**Run 1: M1 wires**

Supply wires on this layer in gray.
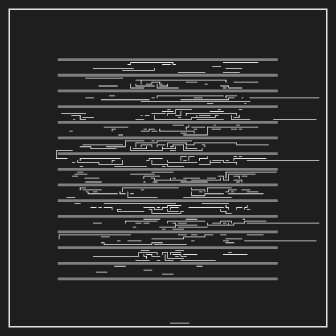
**Run 1: M2 wires**

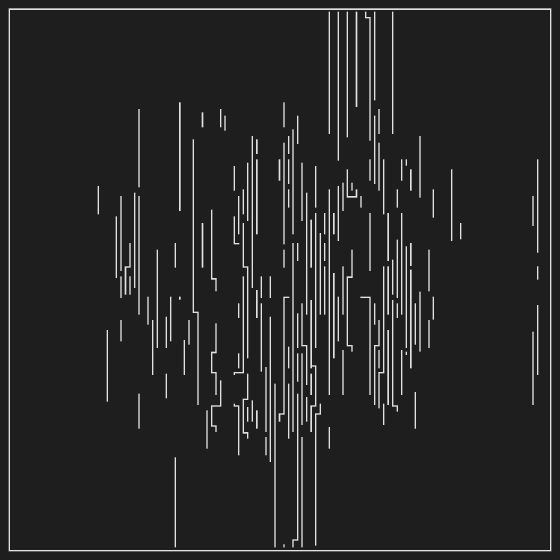
**Run 1: the metal 3 layer**

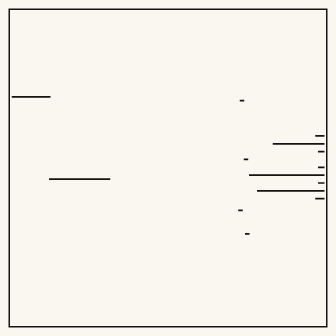
**Run 1: wire density map**

Bar = 20 µm. 11 x 11 tiles, from dark purple (low) to yellow (high), scaled to the fullest tile. Values are wire area over tile area, all layers added.
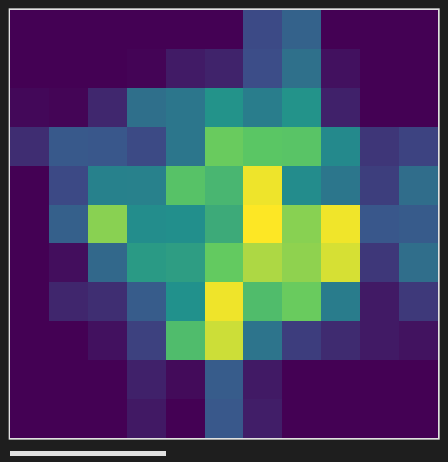
==> src/rtl/univ_shift_reg.sv <==
// univ_shift_reg: parametrised universal shift register with a burst serialiser.
//   clk        rising-edge clock
//   rst        asynchronous active-low reset
//   en         clock enable for register, counter and FSM updates
//   mode       0 hold, 1 load, 2 shl, 3 shr, 4 rotl, 5 rotr, 6/7 hold
//   pi         parallel data in
//   sin_l      serial in at MSB (shift right and burst fill)
//   sin_r      serial in at LSB (shift left)
//   start      burst request pulse, sampled only in IDLE
//   po         register contents
//   sout_l     po[WIDTH-1], combinational
//   sout_r     po[0], combinational
//   busy       burst in progress
//   done       one-cycle pulse at burst completion
module univ_shift_reg #(
  parameter int unsigned           WIDTH     = 4,
  parameter logic [WIDTH-1:0]      RESET_VAL = '0
) (
  input  logic             clk,
  input  logic             rst,
  input  logic             en,
  input  logic [2:0]       mode,
  input  logic [WIDTH-1:0] pi,
  input  logic             sin_l,
  input  logic             sin_r,
  input  logic             start,
  output logic [WIDTH-1:0] po,
  output logic             sout_l,
  output logic             sout_r,
  output logic             busy,
  output logic             done
);

  localparam int unsigned CW = $clog2(WIDTH + 1);

  typedef enum logic {
    IDLE  = 1'b0,
    BURST = 1'b1
  } state_e;

  state_e           state_q, state_d;
  logic [WIDTH-1:0] po_q, po_d;
  logic [CW-1:0]    cnt_q, cnt_d;
  logic             busy_q, busy_d;
  logic             done_q, done_d;

  // State and datapath registers
  always_ff @(posedge clk or negedge rst) begin
    if (!rst) begin
      state_q <= IDLE;
      po_q    <= RESET_VAL;
      cnt_q   <= '0;
      busy_q  <= 1'b0;
      done_q  <= 1'b0;
    end else begin
      state_q <= state_d;
      po_q    <= po_d;
      cnt_q   <= cnt_d;
      busy_q  <= busy_d;
      done_q  <= done_d;
    end
  end

  // Next-state, datapath and counter logic
  always_comb begin
    state_d = state_q;
    po_d    = po_q;
    cnt_d   = cnt_q;
    busy_d  = busy_q;
    done_d  = 1'b0;
    if (en) begin
      unique case (state_q)
        IDLE: begin
          if (start) begin
            po_d    = pi;
            cnt_d   = CW'(WIDTH);
            busy_d  = 1'b1;
            state_d = BURST;
          end else begin
            case (mode)
              3'b001:  po_d = pi;
              3'b010:  po_d = {po_q[WIDTH-2:0], sin_r};
              3'b011:  po_d = {sin_l, po_q[WIDTH-1:1]};
              3'b100:  po_d = {po_q[WIDTH-2:0], po_q[WIDTH-1]};
              3'b101:  po_d = {po_q[0], po_q[WIDTH-1:1]};
              default: po_d = po_q;
            endcase
          end
        end
        BURST: begin
          po_d = {sin_l, po_q[WIDTH-1:1]};
          if (cnt_q != '0) cnt_d = cnt_q - CW'(1);
          // Last bit leaves on the 1->0 step; a zero count is also treated as final.
          if (cnt_q <= CW'(1)) begin
            busy_d  = 1'b0;
            done_d  = 1'b1;
            state_d = IDLE;
          end
        end
        default: state_d = IDLE;
      endcase
    end
  end

  assign po     = po_q;
  assign busy   = busy_q;
  assign done   = done_q;
  assign sout_l = po_q[WIDTH-1];
  assign sout_r = po_q[0];

endmodule
==> config.mk <==
export PLATFORM = sky130hd
export DESIGN_NAME = univ_shift_reg
export DESIGN_NICKNAME = d
export VERILOG_FILES = /design/src/rtl/univ_shift_reg.sv
export SDC_FILE = /design/constraint.sdc
export NUM_CORES = 1
export LEC_CHECK = 0
export ABC_AREA = 1
export CORE_MARGIN = 8
export CORE_UTILIZATION = 49
export DETAILED_ROUTE_END_ITERATION = 8
export PLACE_DENSITY = 0.82
export REMOVE_ABC_BUFFERS = 1
export SETUP_SLACK_MARGIN = 0.3
export SYNTH_ARGS = -nofsm -noshare
export SYNTH_HDL_FRONTEND = slang
export SYNTH_SLANG_ARGS = --single-unit
==> constraint.sdc <==
create_clock -name clk -period 2.2 [get_ports clk]
set_clock_uncertainty 0.15 [all_clocks]
set_input_delay 0.44 -clock clk [delete_from_list [all_inputs] [get_ports clk]]
set_output_delay 0.44 -clock clk [all_outputs]
set_load 0.02 [all_outputs]
==> flow_summary.yaml, run 1 <==
# generated from flow reports
critical_path:
  worstSetupStartpoint: "mode[1]"
  worst_setup_path_end_kind: "flop"
  worstPathArrival_ns: 1.80
  cpMaxStageDelayCell: "clkdlybuf4s50_1"
  crit_required_ns: 2.19
  worstReg2RegEnd: "cnt_q[1]"
  slowest_delay_ns: 0.55
  cp_common_cell: "nand2_1"
  reg2reg_from: "cnt_q[0]"
  path_class: "in2reg"
  path_buffers: 3
  rr_worst_depth: 8
  startpoint_type: "input pin"
  path_delay_family: "buffers and inverters"
  cp_max_fo: 6
  rrSetupSlack_ns: 0.66
  path_cells: "clkdlybuf4s50_1, buf_4, inv_2, a21oi_2, nand2_1, nand2_2, nor2_1, nand2_1, o21ai_1"
  path_depth: 9
synthesis:
  yosys.area.top_type_share: 0.338
  postSynthAreaPerCell_um2: 7.32
  synth_top_cell_by_area: "dfrtp_1"
  synthCells: 101
  synthArstFlopShare: 1.00
  synth_flops: 10
  synth-edff-count: 0
  synth-main-ff-cell: "dfrtp_1"
  synth_cell_types: 23
  topCellsByArea: "dfrtp_1 (34%), nand2_1 (12%), nand3_1 (8.1%), ha_1 (6.8%), inv_1 (6.1%)"
  ys_warn_count: 0
  syn_area_um2: 739
  ys_cells: 101
  yosysChipArea_um2: 739
  top_cells_by_count: "nand2_1 (24), inv_1 (12), nand3_1 (12)"
  postSynthSeqShare: 0.338
  synth.most_common_cell: "nand2_1"
place:
  portBuffers: 20
  place_congestion: 0.903
  hpwl_mm: 1.48
  pre_cts_ws_ns: 0.0560
clock_tree:
  cts-root-buf: "clkbuf_4"
  cts-htree-levels: 1
  path_clk_slew_ns: 0.06
  cts_sinks: 10
  cts_inserted_buffers: 3
  clk_path_buf_depth: 2
  worstSkewPairLatency_ns: 0.25
  cts_tree: "done"
routing:
  drt-wirelength-per-cell_um: 13.0
  num_vias: 734
  drcViolationCount: 0
  ant_nets: 0
  first_pass_iters: 4
  detail_route.vias_per_cell: 5.21
  drtIter0Drc: 11
  routed_wl_mm: 1.83
job:
  tool_warnings: 26
  timing.max_cap.violations: 0
floorplanning:
  die_w_um: 54.8
  fp-row-count: 14
  fp.dieH_um: 54.8
  chipArea_um2: 3010
  core_area_um2: 1450
  io_pins: 21
  fp_util: 0.509
timing:
  fin_crit_ns: 1.81
  grt_setup_unrepaired: "no"
  fin_ws_ns: 0.390
  finalClockPeriodUsage: 0.823
  setup_viol: 0
  finalMaxSlewViolations: 0
  fin_tns_setup_ns: 0
  relSlewSlack: 0.693
  worst_pin_slew_ns: 0.459
  hold_violations: 0
  max_clock_freq_ghz: 0.552
hold_path:
  hp-class: "in2async"
global_route:
  antenna_found_initial: 0
  grt_max_degree: 11
  grt_pass1_wl_mm: 3.05
  grt_pass1_vias: 734
  track_usage: 0.137
  gr-total-overflow: 0
cells_and_area:
  nNetsFinal: 144
  diodes: 0
  drive_gt1_frac: 0.152
  fillCellCount: 139
  syn_to_final_growth_pct: 35.0
pwr:
  power-per-cell-area_nw_per_um2: 1030
  p_leak_nw: 0.505
  peakVddDrop_uv: 637
status:
  status: "finished, final reports clean"
## Picture notes: 'M1 wires'
The layer carries 811 µm of wire. The longest straight run is 18.9 µm. 128 nets have wire on it.

## Picture notes: 'M2 wires'
The layer carries 918 µm of wire. 114 nets have wire on it. The wires run mostly vertical. The longest straight run is 20.7 µm. The layer holds 50% of the routed length.

## Picture notes: 'the metal 3 layer'
The wires run mostly horizontal. The layer carries 55.8 µm of wire. The longest straight run is 12.8 µm.

## Picture notes: 'wire density map'
The fullest tile reaches 0.36. The emptiest ninth of the die: lower left. 32% of the tiles are nearly empty. The densest ninth of the die: center. 20% of the tiles are over half the peak.

run 1: cells by family after synthesis:
logic type,Yosys count,synth area share
adder cells (fa/ha/maj),4,0.0677
buffers and inverters,17,0.110
AND/OR/NAND/NOR,57,0.374
AND-OR/OR-AND,13,0.110
flip-flops,10,0.338
run 1: placed cells by master (no fill, tap or decap):
cell type / instances
o21ai_1: 1
nor2_1: 11
nand4_1: 3
o21ai_0: 1
buf_4: 4
a31oi_1: 1
dfrtp_1: 10
inv_2: 2
clkdlybuf4s50_1: 13
a21oi_2: 3
nor4_4: 1
and2_4: 1
nor2_4: 1
nor2_2: 1
o22ai_1: 1
ha_4: 1
a21oi_1: 5
clkbuf_4: 3
nand3_1: 12
a22oi_1: 1
nand2_2: 2
inv_1: 12
dlygate4sd2_1: 4
or2_1: 1
dlymetal6s2s_1: 3
nand2_1: 24
ha_1: 3
run 1: per-stage QoR:
stage / hold slack (ns) / total power [mW] / cells / instance area (µm²) / util
final: 0.350 / 1.03 / 141 / 998 / 0.687
after floorplan: -0.00559 / 0.698 / 98 / 711 / -
after global routing: 0.363 / 1.12 / 141 / 998 / 0.687
after CTS: 0.352 / 1.04 / 140 / 971 / 0.668
after detailed placement: 0.344 / 0.941 / 137 / 953 / 0.656
after global placement: 0.335 / 0.921 / 137 / 953 / 0.656
run 1: report_power, final:
| group | switching [mW] | internal, mW | leakage, nW |
|---|---|---|---|
| clock network | 0.0526 | 0.0626 | 0.0138 |
| logic | 0.317 | 0.235 | 0.373 |
| registers | 0.0914 | 0.267 | 0.119 |
run 1: what timing repair did:
item,4_1_cts,5_1_grt
hold buffers,0,0
setup endpoints to repair,4,6
resized,4,4
pin swaps,0,1
cloned,0,0
setup buffers,0,1
run 1: how the worst max path moves through the flow:
stage,slack [ns],to
finish,0.39,po[2]
global route,0.32,po[1]
CTS,0.31,po[2]
detailed placement,0.06,po[2]
global placement,0.08,po[2]
floorplan,0.60,po[2]
run 1: metal layers:
layer / global-route usage / vias up / wire length (µm)
met1: 0.147 / 338 / 810
met5: 0 / - / 0
li1: - / 377 / -
met3: 0.0190 / 6 / 55
met4: 0.102 / 0 / 46
met2: 0.238 / 13 / 917
run 1: flip-flops by register name, indices dropped and copies added (netlist names):
register,count
busy,1
cnt_q,3
done,1
po,4
state_q,1
run 1: final cells by class:
cell class                      instances  area, µm²  share of cell area
Timing Repair Buffer                   24        233               0.233
Tap cell                               16       20.0              0.0201
Clock buffer                            3       22.5              0.0226
Multi-Input combinational cell         74        420               0.421
Sequential cell                        10        250               0.251
Inverter                               14       52.6              0.0526
**Run 1: clock routing**

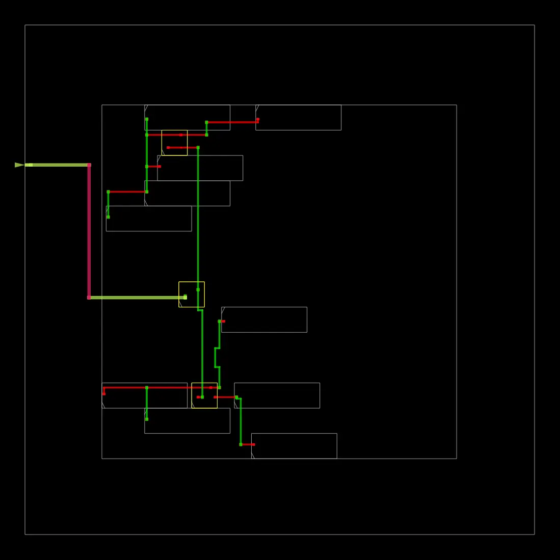

==> run 2: changes to the inputs <==
--- a/config.mk
+++ b/config.mk
@@ -7,9 +7,9 @@
 export LEC_CHECK = 0
 export ABC_AREA = 1
 export CORE_MARGIN = 8
-export CORE_UTILIZATION = 49
+export CORE_UTILIZATION = 41
 export DETAILED_ROUTE_END_ITERATION = 8
-export PLACE_DENSITY = 0.82
+export PLACE_DENSITY = 0.73
 export REMOVE_ABC_BUFFERS = 1
 export SETUP_SLACK_MARGIN = 0.3
 export SYNTH_ARGS = -nofsm -noshare
==> constraint.sdc (replaced) <==
create_clock -name clk -period 1.5 [get_ports clk]
set_clock_uncertainty 0.15 [all_clocks]
set_input_delay 0.3 -clock clk [delete_from_list [all_inputs] [get_ports clk]]
set_output_delay 0.3 -clock clk [all_outputs]
set_load 0.02 [all_outputs]
**Run 2: clock routing**

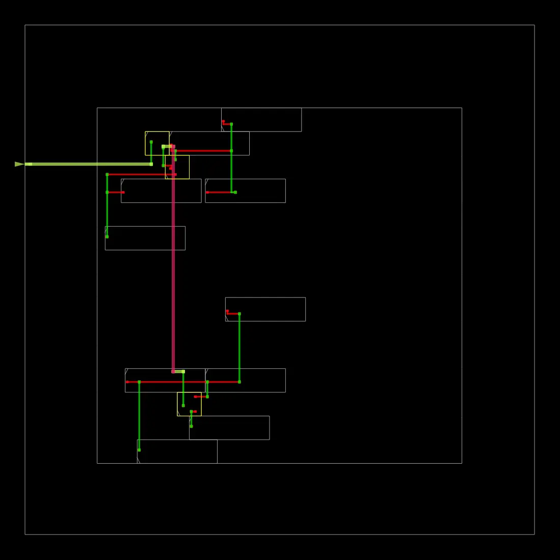
Sink Count: 10
Flop Count: 10

==> flow_summary.yaml, run 2 <==
# generated from flow reports
synthesis:
  postSynthAreaPerCell_um2: 7.32
  synth_flops: 10
  syn_area_um2: 739
  synth-edff-count: 0
  yosysChipArea_um2: 739
  top_cells_by_count: "nand2_1 (24), inv_1 (12), nand3_1 (12)"
  synth-main-ff-cell: "dfrtp_1"
  synth_cell_types: 23
  ys_warn_count: 0
  postSynthSeqShare: 0.338
  synth_top_cell_by_area: "dfrtp_1"
  synth.most_common_cell: "nand2_1"
  ys_cells: 101
  synthArstFlopShare: 1.00
  synthCells: 101
job:
  tool_warnings: 28
place:
  portBuffers: 20
  pre_cts_ws_ns: -0.473
  dp.cells: 160
  hpwl_mm: 1.55
  dpl-instance-area_um2: 1070
clock_tree:
  path_clk_slew_ns: 0.06
  ctsHoldBuffers: 0
  cts-root-buf: "clkbuf_4"
  cts_tree: "done"
  cts_inserted_buffers: 3
  worstSkewPairLatency_ns: 0.26
  cts-htree-levels: 1
global_route:
  busiest_layer: "met2"
  gr-usage-met2: 0.250
  gr-total-overflow: 0
  grt_pass1_vias: 828
  grt_pass1_wl_mm: 3.67
  track_usage: 0.133
  antenna_found_initial: 0
status:
  status: "finished, final reports clean"
timing:
  fin_crit_ns: 1.35
  grt_setup_unrepaired: "yes"
  max_clock_freq_ghz: 0.741
  hold_violations: 0
  fin_ws_ns: 0.151
  finalClockPeriodUsage: 0.899
  setup_viol: 0
  relSlewSlack: 0.697
routing:
  num_vias: 850
  detail_route.vias_per_cell: 4.91
  drt-wirelength-per-cell_um: 13.1
  drcViolationCount: 0
  routed_wl_mm: 2.27
  ant_nets: 0
  drtIter0Drc: 11
critical_path:
  worst_setup_path_end_kind: "flop"
  path_class: "reg2reg"
  startpoint_type: "flop"
  slowest_delay_ns: 0.36
  cp_max_fo: 2
  path_delay_family: "flip-flops"
  cpMaxStageDelayCell: "dfrtp_1"
  path_cells: "inv_2, ha_4, ha_4, nand2_4, nand2_4, buf_6, inv_2, o22ai_2"
  path_buffers: 3
floorplanning:
  io_pins: 21
  fp_util: 0.433
  fp.dieH_um: 58.5
  fp-row-count: 15
  die_w_um: 58.5
  chipArea_um2: 3420
pwr:
  peakVddDrop_uv: 1190
  p_leak_nw: 0.624
  fin_total_pwr_mw: 2.25
  p_sw_mw: 0.951
  switching_share: 0.423
  pwr-share-clk: 0.079
  power-per-cell-area_nw_per_um2: 1690
cells_and_area:
  nNetsFinal: 167
  post-route-util: 0.779
  syn_to_final_growth_pct: 80.0
  drive_gt1_frac: 0.507
  final_cells: 173
  largest_reg_flops: 4
  diodes: 0
  design_area_um2: 1330
**Run 2: M2 wires**

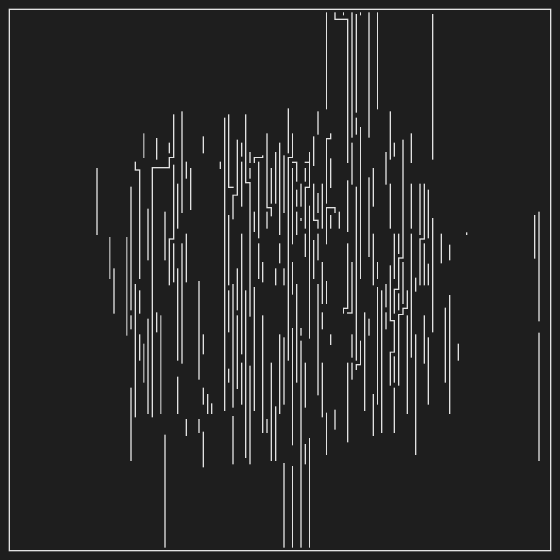
The layer carries 1270 µm of wire. The wires run mostly vertical. 144 nets have wire on it.

==> run 2: through the flow <==
stage / hold WS [ns] / setup TNS (ns)
after detailed placement: 0.343 / -2.36
final: 0.203 / 0
after CTS: 0.213 / 0
after global placement: 0.325 / -2.12
after floorplan: -0.146 / 0
after global routing: 0.235 / 0
==> run 2: routing by layer <==
metal / vias up / wire [µm]
li1: 423 / -
met1: 412 / 903
met2: 13 / 1270
met3: 2 / 78
met4: 0 / 25
met5: - / 0
==> run 2: power by group through the flow <==
stage	combinational (mW)	sequential [mW]	clock, mW
2_1_floorplan	0.407	0.616	0
3_3_place_gp	1.02	0.475	0
3_5_place_dp	1.04	0.483	0
4_1_cts	1.38	0.489	0.180
5_1_grt	1.70	0.511	0.193
6_report	1.57	0.500	0.178
==> run 2: cell families after synthesis <==
| group | share of synthesized area |
|---|---|
| AND/OR/NAND/NOR | 0.374 |
| buffers and inverters | 0.110 |
| adder cells (fa/ha/maj) | 0.0677 |
| AND-OR/OR-AND | 0.110 |
| flip-flops | 0.338 |
==> run 2: final cells by class <==
type,instances,area (µm²)
clock buffer,3,22.5
inverter,14,55.1
timing repair buffer,47,424
multi-input combinational,74,548
fill,118,377
tap,25,31.3
sequential,10,250
==> run 2: repair_timing <==
action / 4_1_cts / 5_1_grt
resized: 85 / 17
pin swaps: 20 / 11
setup buffers: 6 / 4
setup endpoints to repair: 18 / 18
==> run 2: path summary, 6_finish.rpt <==
kind	startpoint	to	slack, ns	cells past startpoint
worst max register to register	cnt_q[0]	cnt_q[1]	0.15	8
min in group clk	cnt_q[2]	done	0.35	1
worst min-delay path	rst	po[2]	0.20	1
max in group asynchronous	rst	po[0]	0.69	1
worst min register to register	cnt_q[2]	done	0.35	1
worst max-delay path	cnt_q[0]	cnt_q[1]	0.15	8
Power figures rest on the tool's default switching activity, not on a simulated workload.
